--- config.mk ---
export PLATFORM = sky130hd
export DESIGN_NAME = hazard_forward_ctrl
export DESIGN_NICKNAME = d
export VERILOG_FILES = /design/src/rtl/hazard_forward_ctrl.sv
export SDC_FILE = /design/constraint.sdc
export NUM_CORES = 1
export LEC_CHECK = 0
export ABC_CLOCK_PERIOD_IN_PS = 2600
export CORE_MARGIN = 2
export CORE_UTILIZATION = 54
export CTS_CLUSTER_SIZE = 8
export DETAILED_ROUTE_END_ITERATION = 16
export GPL_TIMING_DRIVEN = 0
export HOLD_SLACK_MARGIN = 0.1
export PLACE_DENSITY = 0.8
export SYNTH_ARGS = -nofsm -noshare
export SYNTH_HDL_FRONTEND = slang
export SYNTH_SLANG_ARGS = --single-unit
--- constraint.sdc ---
create_clock -name clk -period 2.6 [get_ports clk]
set_input_delay 0.52 -clock clk [delete_from_list [all_inputs] [get_ports clk]]
set_output_delay 0.52 -clock clk [all_outputs]
set_load 0.005 [all_outputs]
--- src/rtl/hazard_forward_ctrl.sv ---
// Stall and operand-forward select generator for a 5-stage MIPS pipeline.
// Keeps shadow E/M/W destination records plus a mult/div busy counter.
module hazard_forward_ctrl #(
  parameter int unsigned MULT_CYCLES = 5,
  parameter int unsigned DIV_CYCLES  = 10
) (
  input  logic       clk,
  input  logic       reset_n,
  input  logic [4:0] rs_d,
  input  logic [4:0] rt_d,
  input  logic [1:0] tuse_rs_d,
  input  logic [1:0] tuse_rt_d,
  input  logic [4:0] dst_d,
  input  logic [1:0] tnew_d,
  input  logic       link_d,
  input  logic       md_start_d,
  input  logic       md_div_d,
  input  logic       md_use_d,
  input  logic       flush,
  output logic       stall,
  output logic [1:0] fw_rs_d_src,
  output logic [1:0] fw_rt_d_src,
  output logic [1:0] fw_rs_e_src,
  output logic [1:0] fw_rt_e_src,
  output logic       md_busy
);

  localparam int unsigned RW = 5;
  localparam int unsigned TW = 2;
  localparam int unsigned CW = 4;

  typedef struct packed {
    logic [RW-1:0] rs;
    logic [RW-1:0] rt;
    logic [RW-1:0] dst;
    logic [TW-1:0] tnew;
    logic          link;
    logic          md_start;
    logic          md_div;
  } e_rec_t;

  typedef struct packed {
    logic [RW-1:0] dst;
    logic [TW-1:0] tnew;
    logic          link;
  } m_rec_t;

  e_rec_t        e_q, e_d;
  m_rec_t        m_q, m_d;
  logic [RW-1:0] w_dst_q, w_dst_d;
  logic [CW-1:0] md_cnt_q, md_cnt_d;

  logic data_stall;
  logic md_stall;

  // Consumer at idx needs a value that an E or M producer has not finished yet.
  function automatic logic pending(input logic [RW-1:0] idx, input logic [TW-1:0] tuse,
                                   input e_rec_t e, input m_rec_t m);
    pending = 1'b0;
    if (idx != '0 && tuse != 2'd3) begin
      pending = (e.dst == idx && e.tnew > tuse) || (m.dst == idx && m.tnew > tuse);
    end
  endfunction

  // Forward source for idx: finished M result beats W write data.
  function automatic logic [1:0] fwd_sel(input logic [RW-1:0] idx, input m_rec_t m,
                                         input logic [RW-1:0] w_dst);
    fwd_sel = 2'd0;
    if (idx != '0 && m.dst == idx && m.tnew == '0) begin
      fwd_sel = m.link ? 2'd2 : 2'd1;
    end else if (idx != '0 && w_dst == idx) begin
      fwd_sel = 2'd3;
    end
  endfunction

  always_comb begin
    md_busy     = (md_cnt_q != '0);
    data_stall  = pending(rs_d, tuse_rs_d, e_q, m_q) | pending(rt_d, tuse_rt_d, e_q, m_q);
    md_stall    = (md_start_d | md_use_d) & (md_busy | e_q.md_start);
    stall       = data_stall | md_stall;
    fw_rs_d_src = fwd_sel(rs_d, m_q, w_dst_q);
    fw_rt_d_src = fwd_sel(rt_d, m_q, w_dst_q);
    fw_rs_e_src = fwd_sel(e_q.rs, m_q, w_dst_q);
    fw_rt_e_src = fwd_sel(e_q.rt, m_q, w_dst_q);
  end

  // Record advance; a stall inserts a bubble into E, a flush empties E/M/W.
  always_comb begin
    e_d      = '0;
    m_d      = '0;
    w_dst_d  = m_q.dst;
    md_cnt_d = md_cnt_q;

    m_d.dst  = e_q.dst;
    m_d.link = e_q.link;
    m_d.tnew = (e_q.tnew == '0) ? '0 : TW'(e_q.tnew - TW'(1));

    if (!stall) begin
      e_d.rs       = rs_d;
      e_d.rt       = rt_d;
      e_d.dst      = dst_d;
      e_d.tnew     = tnew_d;
      e_d.link     = link_d;
      e_d.md_start = md_start_d;
      e_d.md_div   = md_div_d;
    end

    if (flush) begin
      e_d     = '0;
      m_d     = '0;
      w_dst_d = '0;
    end

    // Busy counter survives flush; an md op in E only starts if not flushed.
    if (e_q.md_start && !flush) begin
      md_cnt_d = e_q.md_div ? CW'(DIV_CYCLES) : CW'(MULT_CYCLES);
    end else if (md_cnt_q != '0) begin
      md_cnt_d = md_cnt_q - CW'(1);
    end
  end

  always_ff @(posedge clk or negedge reset_n) begin
    if (!reset_n) begin
      e_q      <= '0;
      m_q      <= '0;
      w_dst_q  <= '0;
      md_cnt_q <= '0;
    end else begin
      e_q      <= e_d;
      m_q      <= m_d;
      w_dst_q  <= w_dst_d;
      md_cnt_q <= md_cnt_d;
    end
  end

endmodule

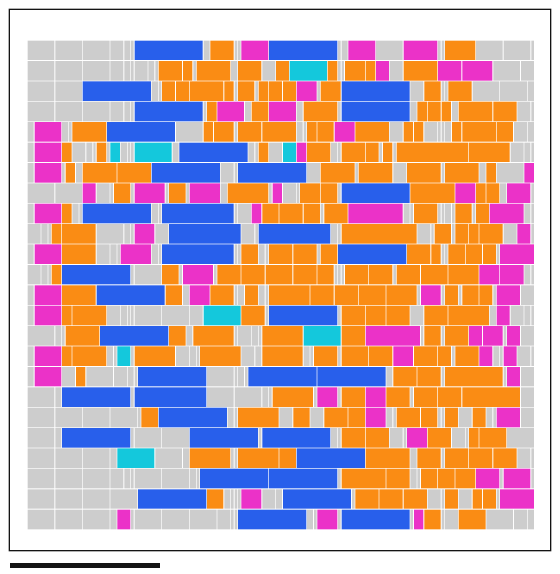
(run_1/cell_classes.png)
Scale bar: 20 um. Fill, decap, tap and diode cells in gray.
orange -> all other logic  # cells 189, share of their area 51%
blue -> flops  # cells 37, share of their area 30%
cyan -> clock drivers and dummy loads  # cells 8, share of their area 2.6%
magenta -> other buffers and delay cells  # cells 61, share of their area 17%

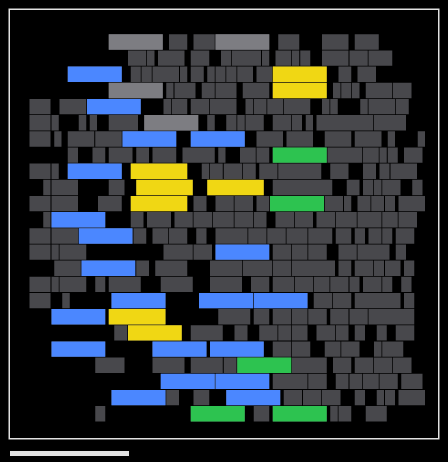
(run_1/registers.png)
Scale bar: 20 um. Other sequential cells in the stronger gray, the rest of the logic in the fainter gray.
green -> `w_dst_q`  # flops 5
yellow -> `m_q`  # flops 8
blue -> `e_q`  # flops 20
sequential cell power: 709 uW
flop share of the area: 0.291
FF/Latch Area: 932 sq um

==> impl_metrics.ini, run 1 <==
; generated from flow reports
[finish]
buf_share = 0.162
comb_share = 0.480
comb_area_sq_mm = 0.00154
largestClassByArea = logic gates
finish.instance_area_sq_mm = 0.00321
area_growth_pct = 28.4
clk_share = 0.0257
final_nets = 332
fillCellCount = 299
nClkBuffers = 6
flop-count = 37
fin_cells = 347
antenna_cells = 0
drive_above_1_share = 0.298

[clocking]
cts_hold_buf = 0
clk_root_buffer_cell = clkbuf_8
clock-sinks = 37
cts_resized = 60
insertion_delay_ns = 0.29
tritoncts = built

[place]
place_area_sq_mm = 0.00291
io_buffers = 35
place_inst = 328

[die]
taps = 52
dieWidth_um = 72.0
fp-utilization = 0.566
coreArea_sq_mm = 0.00441

[grt]
grtUsageMet3 = 0.0472
grt_pass1_vias = 1952

[logic_synthesis]
synth_nets = 279
ys_sh_adder = 0.0501
yosysTopAreaCellShare = 0.371
ys_cells = 241
xor_share = 0.182
area_leaders = dfrtp_1 (37%), xnor2_1 (9.5%), xor2_1 (8.8%), nor4b_2 (6.6%), ha_1 (5.0%)
ys_warn_count = 0
syn_area_per_cell_sq_um = 10.4
largest_area_cell = dfrtp_1
logic_family = simple AND/OR/NAND/NOR gates
synth_cells = 241
seq_area_frac_synth = 0.371
simple_gate_share = 0.260
ys_area_sq_mm = 0.00250

[drt]
ant_nets = 0
vias = 1969
drtIter0Drc = 67
wl_met2_um = 2880
wl_met3_um = 401
post_drt_wl_per_cell_um = 17.2
drc = 0

[setup_path]
slowest_stage = or4_4
cp_top_family = simple AND/OR/NAND/NOR gates
path_class = input pin to output pin
cp.arrival_ns = 2.07
end_kind = output pin
required_ns = 2.08

[power_and_ir_drop]
ir_worst_vdd_v = 0.000343
power.density_mw_per_mm2 = 551
finalPower_mw = 1.77

[run]
timing.max_cap.violations = 0
warnings = 28

[status]
status = finished clean

[timing]
hold_slack_ns = 0.316
finalSetupViolCount = 0
tightest_slew_ns = 0.809
hold_violations = 0
maxSlewViolCount = 0
skew_ns = 0.00716
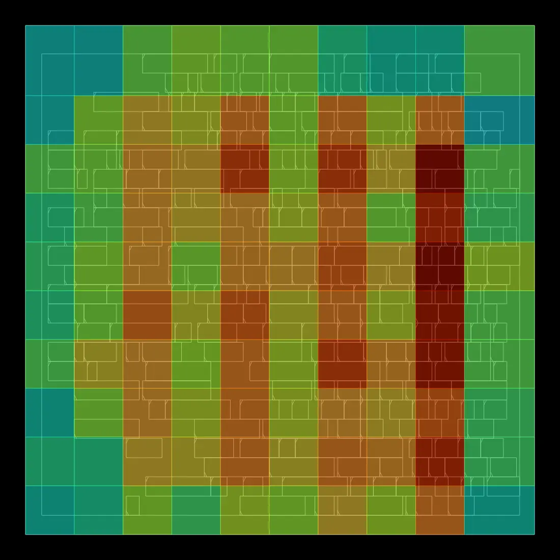
(run_1/final_congestion.png)
GR Util met2: 0.387
post-layout util: 0.727

## run 1: report_power, final
part / total, mW / switching (mW) / leakage, nW / internal [mW]
Clock: 0.382 / 0.196 / 0.0450 / 0.185
Sequential: 0.709 / 0.0652 / 0.493 / 0.644
Combinational: 0.676 / 0.327 / 0.938 / 0.349
Total: 1.77 / 0.589 / 1.48 / 1.18
## run 1: sequential cells by signal, indices dropped and copies added, names as in the netlist
signal and count:
w_dst_q 5, m_q 8, e_q 20, md_cnt_q 4
## run 1: cells in the mapped netlist
cell       instances
nand4_1            6
or2_2              1
nor4_2             9
mux2i_1            2
nor3_1             6
clkbuf_1           9
a21o_1             2
o21ai_0            4
or2_1              1
a31o_2             1
or4_4              1
ha_1              10
nand3_1            5
o22ai_1            1
xor2_1            25
o311ai_4           1
nor2_1             8
nor4_1             5
buf_6              4
nand2b_1           1
a2bb2oi_1          2
or3_1              3
nor4b_2           11
nor2b_1           14
nor3b_1            2
a21oi_1            8
buf_1              2
nand4_2            1
dfrtp_1           37
or4_1              3
inv_1             18
xnor2_1           27
o21ai_4            1
o2111ai_1          2
and2_1             1
nand2_1            7
## run 1: final timing paths
check,to,depth (start not counted),startpoint,slack [ns]
min in group clk,m_q[0]$_DFF_PN0_,1,e_q[2]$_DFF_PN0_,0.46
worst min-delay path,e_q[12]$_DFF_PN0_,1,reset_n,0.32
worst min register to register,m_q[0]$_DFF_PN0_,1,e_q[2]$_DFF_PN0_,0.46
worst max-delay path,stall,7,rt_d[0],0.007
worst max register to register,e_q[10]$_DFF_PN0_,8,m_q[7]$_DFF_PN0_,0.57
max in group asynchronous,m_q[5]$_DFF_PN0_,1,reset_n,1.72
==> run 2, diff against run 1 <==
--- a/config.mk
+++ b/config.mk
@@ -8,6 +8,7 @@
 export ABC_CLOCK_PERIOD_IN_PS = 2600
 export CORE_MARGIN = 2
 export CORE_UTILIZATION = 54
+export CTS_BUF_LIST = sky130_fd_sc_hd__clkbuf_4 sky130_fd_sc_hd__clkbuf_8 sky130_fd_sc_hd__clkbuf_16
 export CTS_CLUSTER_SIZE = 8
 export DETAILED_ROUTE_END_ITERATION = 16
 export GPL_TIMING_DRIVEN = 0
==> impl_metrics.ini, run 2 <==
; generated from flow reports
[finish]
finish.instance_area_sq_mm = 0.00321
reg_top3 = e_q x20, m_q x8, w_dst_q x5
regMostFlops = e_q
antenna_cells = 0
drive_above_1_share = 0.302
largest_reg_flops = 20
final_nets = 332
lay_top_cells = dfrtp_1 (32), xnor2_1 (25), xor2_1 (24), inv_1 (16), nor2b_1 (14)
fin_cells = 347
area_growth_pct = 28.5

[die]
ios = 38
coreArea_sq_mm = 0.00441
chip_area_sq_mm = 0.00519
fp-utilization = 0.566
num_rows = 24
die_y_um = 72.0
dieWidth_um = 72.0

[drt]
drtIter0Drc = 78
wl_met2_um = 2900
wl_met3_um = 344
drt-met1-wl_um = 2540
drc = 0
drt_first_pass_iters = 5
ant_nets = 0
vias = 1952

[power_and_ir_drop]
power_leader = sequential cells
p_sw_frac = 0.331
p_clk_uw = 391
switching_power_uw = 588
power.density_mw_per_mm2 = 553
seqPwrFrac = 0.400
ir_worst_vdd_v = 0.000360
clkPwrFrac = 0.220
finalPower_mw = 1.78
comb_power_share = 0.380
internal_power_mw = 1.19
power_combinational_uw = 675

[setup_path]
end_kind = output pin
slowest_stage = or4_4
required_ns = 2.08
cpPeakStageDelay_ns = 0.57
cp_cell_sequence = clkbuf_4 -> or4_4 -> o21ai_4 -> buf_6 -> o311ai_4 -> or2_1 -> buf_2
path_class = input pin to output pin
cp-start-kind = input pin
path_buffers = 3
cp_top_family = simple AND/OR/NAND/NOR gates
cp.arrival_ns = 2.07

[logic_synthesis]
ys_async_sr_fraction = 1.00
synth_cells = 241
synthTopCellsByCount = dfrtp_1 (37), xnor2_1 (27), xor2_1 (25)
synth_cell_types = 36
largest_area_cell = dfrtp_1
ys.flop_type = dfrtp_1
most_common_cell = dfrtp_1
ys_cells = 241
ys_warn_count = 0
area_leaders = dfrtp_1 (37%), xnor2_1 (9.5%), xor2_1 (8.8%), nor4b_2 (6.6%), ha_1 (5.0%)
seq_area_frac_synth = 0.371
syn_area_per_cell_sq_um = 10.4
edf_count = 0
synth_flops = 37
ys_area_sq_mm = 0.00250
synth_nets = 279
yosysTopAreaCellShare = 0.371

[run]
timing.max_cap.violations = 0
warnings = 28

[clocking]
numCtsBuffers = 5
clock-sinks = 37
clk_root_buffer_cell = clkbuf_8
cts_hold_buf = 0
tritoncts = built
cts_max_path_buffers = 2
insertion_delay_ns = 0.29

[timing]
tightest_slew_ns = 0.815
skew_ns = 0.00888
maxSlewViolCount = 0
hold_violations = 0
period_minus_slack_ns = 2.59
max_slew_margin = 0.457
finalSetupViolCount = 0

[place]
place_area_sq_mm = 0.00291
io_buffers = 35
gp_congestion = 0.836
place_inst = 328
dp_hpwl_um = 4030

[grt]
grt_pass1_vias = 1961
grtUsageMet3 = 0.0472
grt_max_degree = 38

[min_path]
hp-class = input pin to asynchronous set/reset pin

[status]
status = finished clean
## run 2: cell counts after synthesis
Identical to the previous run, type by type.
## run 2: cell families after synthesis
family          Yosys count  share of synthesized area
mux                       2                    0.00801
compound gates           22                     0.0671
fa+ha+maj                10                     0.0501
buf+inv                  33                     0.0616
simple gates             85                      0.260
flops                    37                      0.371
xor+xnor                 52                      0.182
## run 2: timing repair
action | in CTS | in global routing
setup buffers | 14 | 2
endpoints found under the setup margin | 9 | 6
gates resized | 60 | 28
pin swaps | 11 | 9
## run 2: metrics by stage
| step | hold WS [ns] | worst slack, ns |
|---|---|---|
| finish | 0.319 | 0.00743 |
| global route | 0.385 | -0.0290 |
| CTS | 0.342 | -0.0944 |
| detailed placement | 0.455 | -0.793 |
| global placement | 0.448 | -0.784 |
| floorplan | 0.224 | 0.387 |
## run 2: path summary, 6_finish.rpt
path	startpoint	end	slack (ns)	depth (start not counted)
worst max-delay path	rt_d[0]	stall	0.007	7
worst min-delay path	reset_n	e_q[12]$_DFF_PN0_	0.32	1
worst max register to register	m_q[7]$_DFF_PN0_	e_q[10]$_DFF_PN0_	0.58	8
worst min register to register	e_q[2]$_DFF_PN0_	m_q[0]$_DFF_PN0_	0.46	1
max in group asynchronous	reset_n	m_q[5]$_DFF_PN0_	1.71	1
min in group clk	e_q[2]$_DFF_PN0_	m_q[0]$_DFF_PN0_	0.46	1
## run 2: area by class of cell
| type | instances | area [sq um] |
|---|---|---|
| flip-flops and latches | 37 | 932 |
| clock buffers | 6 | 76.3 |
| clock inverters | 2 | 10.0 |
| multi-input cells | 171 | 1540 |
| well taps | 52 | 65.1 |
| plain buffers | 10 | 68.8 |
| inverters | 18 | 67.6 |
| repair buffers | 51 | 452 |
| fillers | 298 | 1200 |
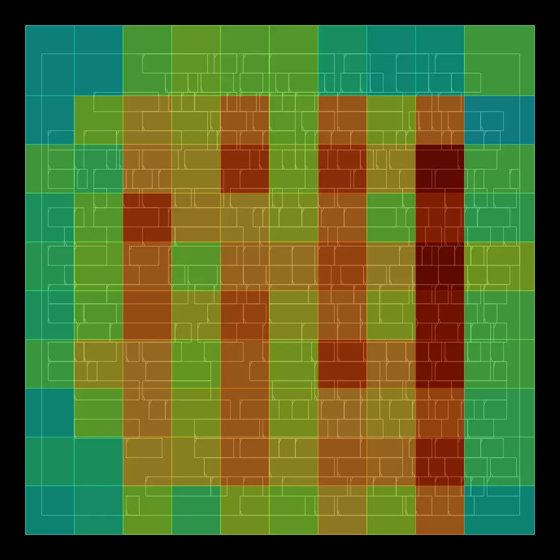
(run_2/final_congestion.png)
GR Util met2: 0.390
gr busiest metal: met2
gr usage total: 0.245
grt met1 use: 0.327
wire per inst: 17.1 um

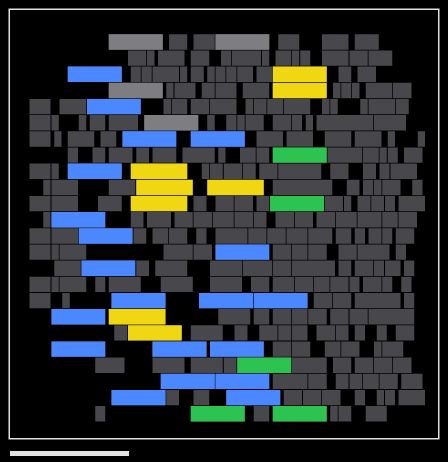
(run_2/registers.png)
Scale bar: 20 um. Other sequential cells in the stronger gray, the rest of the logic in the fainter gray.
blue -> `e_q`  # flops 20
yellow -> `m_q`  # flops 8
green -> `w_dst_q`  # flops 5
sequential cell power: 710 uW
post-layout util: 0.728
flop share of the area: 0.290

==> run 3, diff against run 2 <==
==> config.mk (replaced) <==
export PLATFORM = sky130hd
export DESIGN_NAME = hazard_forward_ctrl
export DESIGN_NICKNAME = d
export VERILOG_FILES = /design/src/rtl/hazard_forward_ctrl.sv
export SDC_FILE = /design/constraint.sdc
export NUM_CORES = 1
export LEC_CHECK = 0
export ABC_CLOCK_PERIOD_IN_PS = 3100
export CORE_MARGIN = 2
export CORE_UTILIZATION = 58
export CTS_BUF_LIST = sky130_fd_sc_hd__clkbuf_4 sky130_fd_sc_hd__clkbuf_8 sky130_fd_sc_hd__clkbuf_16
export CTS_CLUSTER_SIZE = 8
export DETAILED_ROUTE_END_ITERATION = 16
export GPL_TIMING_DRIVEN = 0
export HOLD_SLACK_MARGIN = 0.1
export PLACE_DENSITY = 0.85
export SYNTH_ARGS = -nofsm -noshare
export SYNTH_HDL_FRONTEND = slang
export SYNTH_SLANG_ARGS = --single-unit
==> constraint.sdc (replaced) <==
create_clock -name clk -period 3.1 [get_ports clk]
set_input_delay 0.62 -clock clk [delete_from_list [all_inputs] [get_ports clk]]
set_output_delay 0.62 -clock clk [all_outputs]
set_load 0.005 [all_outputs]
==> impl_metrics.ini, run 3 <==
; generated from flow reports
[logic_synthesis]
ys.flop_type = dfrtp_1
xor_share = 0.182
synth_flops = 37
area_leaders = dfrtp_1 (37%), xnor2_1 (9.5%), xor2_1 (8.8%), nor4b_2 (6.6%), ha_1 (5.0%)
syn_area_per_cell_sq_um = 10.4
largest_area_cell = dfrtp_1
ys_sh_adder = 0.0501
ys_async_sr_fraction = 1.00
simple_gate_share = 0.260
logic_family = simple AND/OR/NAND/NOR gates
most_common_cell = dfrtp_1
seq_area_frac_synth = 0.371
yosys.area_share.aoi = 0.0671
ys_warn_count = 0
synth_cell_types = 36
edf_count = 0
ys_area_sq_mm = 0.00250
ys_cells = 241
synth_cells = 241

[finish]
fin_cells = 336
regMostFlops = e_q
area_growth_pct = 21.4
fillCellCount = 291
finish.instance_area_sq_mm = 0.00303
antenna_cells = 0
comb_area_sq_mm = 0.00147
reg_top3 = e_q x20, m_q x8, w_dst_q x5
regArea_sq_um = 926
lay_top_cells = dfrtp_1 (37), xnor2_1 (27), xor2_1 (25), clkdlybuf4s50_1 (24), inv_1 (17)
largest_reg_flops = 20

[timing]
tightest_slew_ns = 0.796
hold_slack_ns = 0.416
maxSlewViolCount = 0
max_slew_margin = 0.469
period_minus_slack_ns = 3.07
finalSetupViolCount = 0
fin_ws_ns = 0.0329

[clocking]
clock-sinks = 37
cts_max_path_buffers = 2
tritoncts = built
numCtsBuffers = 5
clk_root_buffer_cell = clkbuf_8
insertion_delay_ns = 0.29

[setup_path]
cpPeakStageDelay_ns = 0.52
path_buffers = 2
cp-start-kind = input pin
end_kind = output pin
cp_top_family = simple AND/OR/NAND/NOR gates
cp_cell_sequence = dlygate4sd2_1 -> or4_4 -> a2bb2oi_1 -> nand4_2 -> o311ai_4 -> or2_1 -> dlygate4sd2_1
required_ns = 2.48
cp.arrival_ns = 2.45
rrSetupSlack_ns = 0.96
slowest_stage = or4_4

[run]
warnings = 28
timing.max_cap.violations = 0

[drt]
wl_met2_um = 2560
drt-met1-wl_um = 2500
drtIter0Drc = 129
drc = 0
post_drt_wl_per_cell_um = 16.2
ant_nets = 0
wl_met3_um = 290
vias = 1877

[place]
io_buffers = 35
gp_congestion = 0.849
place_area_sq_mm = 0.00291
dp_hpwl_um = 4060
place_inst = 326

[power_and_ir_drop]
ir_worst_vdd_v = 0.000358
finalPower_mw = 1.45

[die]
dieWidth_um = 69.6
chip_area_sq_mm = 0.00485
die_y_um = 69.6
num_rows = 23

[min_path]
hp-class = input pin to asynchronous set/reset pin

[status]
status = finished clean

[grt]
grt_use_total = 0.239
run 3: cells by family after synthesis:
logic type                 Yosys count
adders and majority gates           10
muxes                                2
DFF                                 37
and+or+nand+nor                     85
xor gates and xnor gates            52
AOI/OAI and AO/OA                   22
buffers and inverters               33
run 3: area by class of cell:
type                    instances  share of cell area
clock inverters                 2             0.00330
inverters                      18              0.0223
repair buffers                 39               0.112
plain buffers                  13              0.0260
well taps                      50              0.0206
flip-flops and latches         37               0.305
clock buffers                   6              0.0252
multi-input cells             171               0.485
run 3: path summary, 6_finish.rpt:
path                            cells after the start                 to              from
worst max-delay path                                7              stall           rs_d[3]
worst min-delay path                                1  e_q[13]$_DFF_PN0_           reset_n
worst max register to register                      8  e_q[11]$_DFF_PN0_  m_q[4]$_DFF_PN0_
worst min register to register                      1   m_q[0]$_DFF_PN0_  e_q[2]$_DFF_PN0_
max in group asynchronous                           1  e_q[11]$_DFF_PN0_           reset_n
min in group clk                                    1   m_q[0]$_DFF_PN0_  e_q[2]$_DFF_PN0_
run 3: repair_timing:
item / 4_1_cts / 5_1_grt
pin swaps: 8 / 3
endpoints found under the setup margin: 5 / 7
buffers inserted: 3 / 1
gates resized: 20 / 13
gates cloned: 0 / 0
run 3: power by group:
| part | internal (mW) | total [mW] | switching (mW) |
|---|---|---|---|
| clock network | 0.164 | 0.328 | 0.163 |
| registers | 0.539 | 0.595 | 0.0557 |
| logic | 0.277 | 0.531 | 0.254 |
run 3: routing by layer:
metal	up-vias	GRT usage
li1	915	-
met1	895	0.331
met2	60	0.373
met3	7	0.0392
met4	0	0.0983
met5	-	0
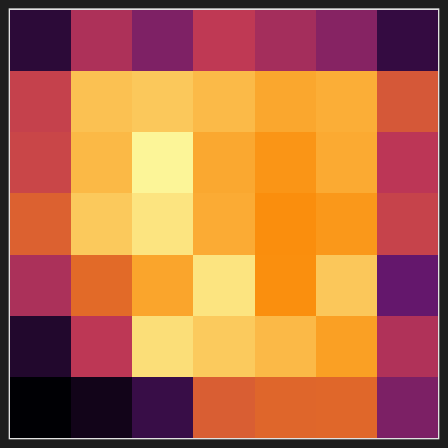
(run_3/density.png)
7 x 7 tiles, from black (low) to pale yellow (high), 0 to 100% covered.
densest ninth of the die = middle
mean over tiles = 61%
fullest tile = 98%
emptiest ninth of the die = bottom left
nearly empty tiles = 2.0%
post-layout util: 0.742
placeable core area: 0.00409 sq mm
Initial Util: 0.611

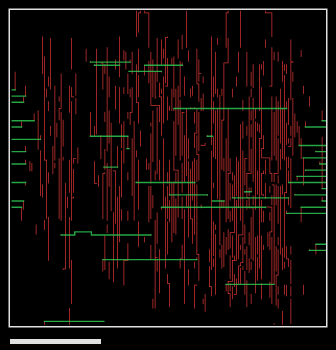
(run_3/metal_stack.png)
Scale bar: 20 um. Two of the layers only.
green -> met3  # wire length 291 um
red -> met2  # wire length 2560 um

Power and IR drop assume default switching activity.
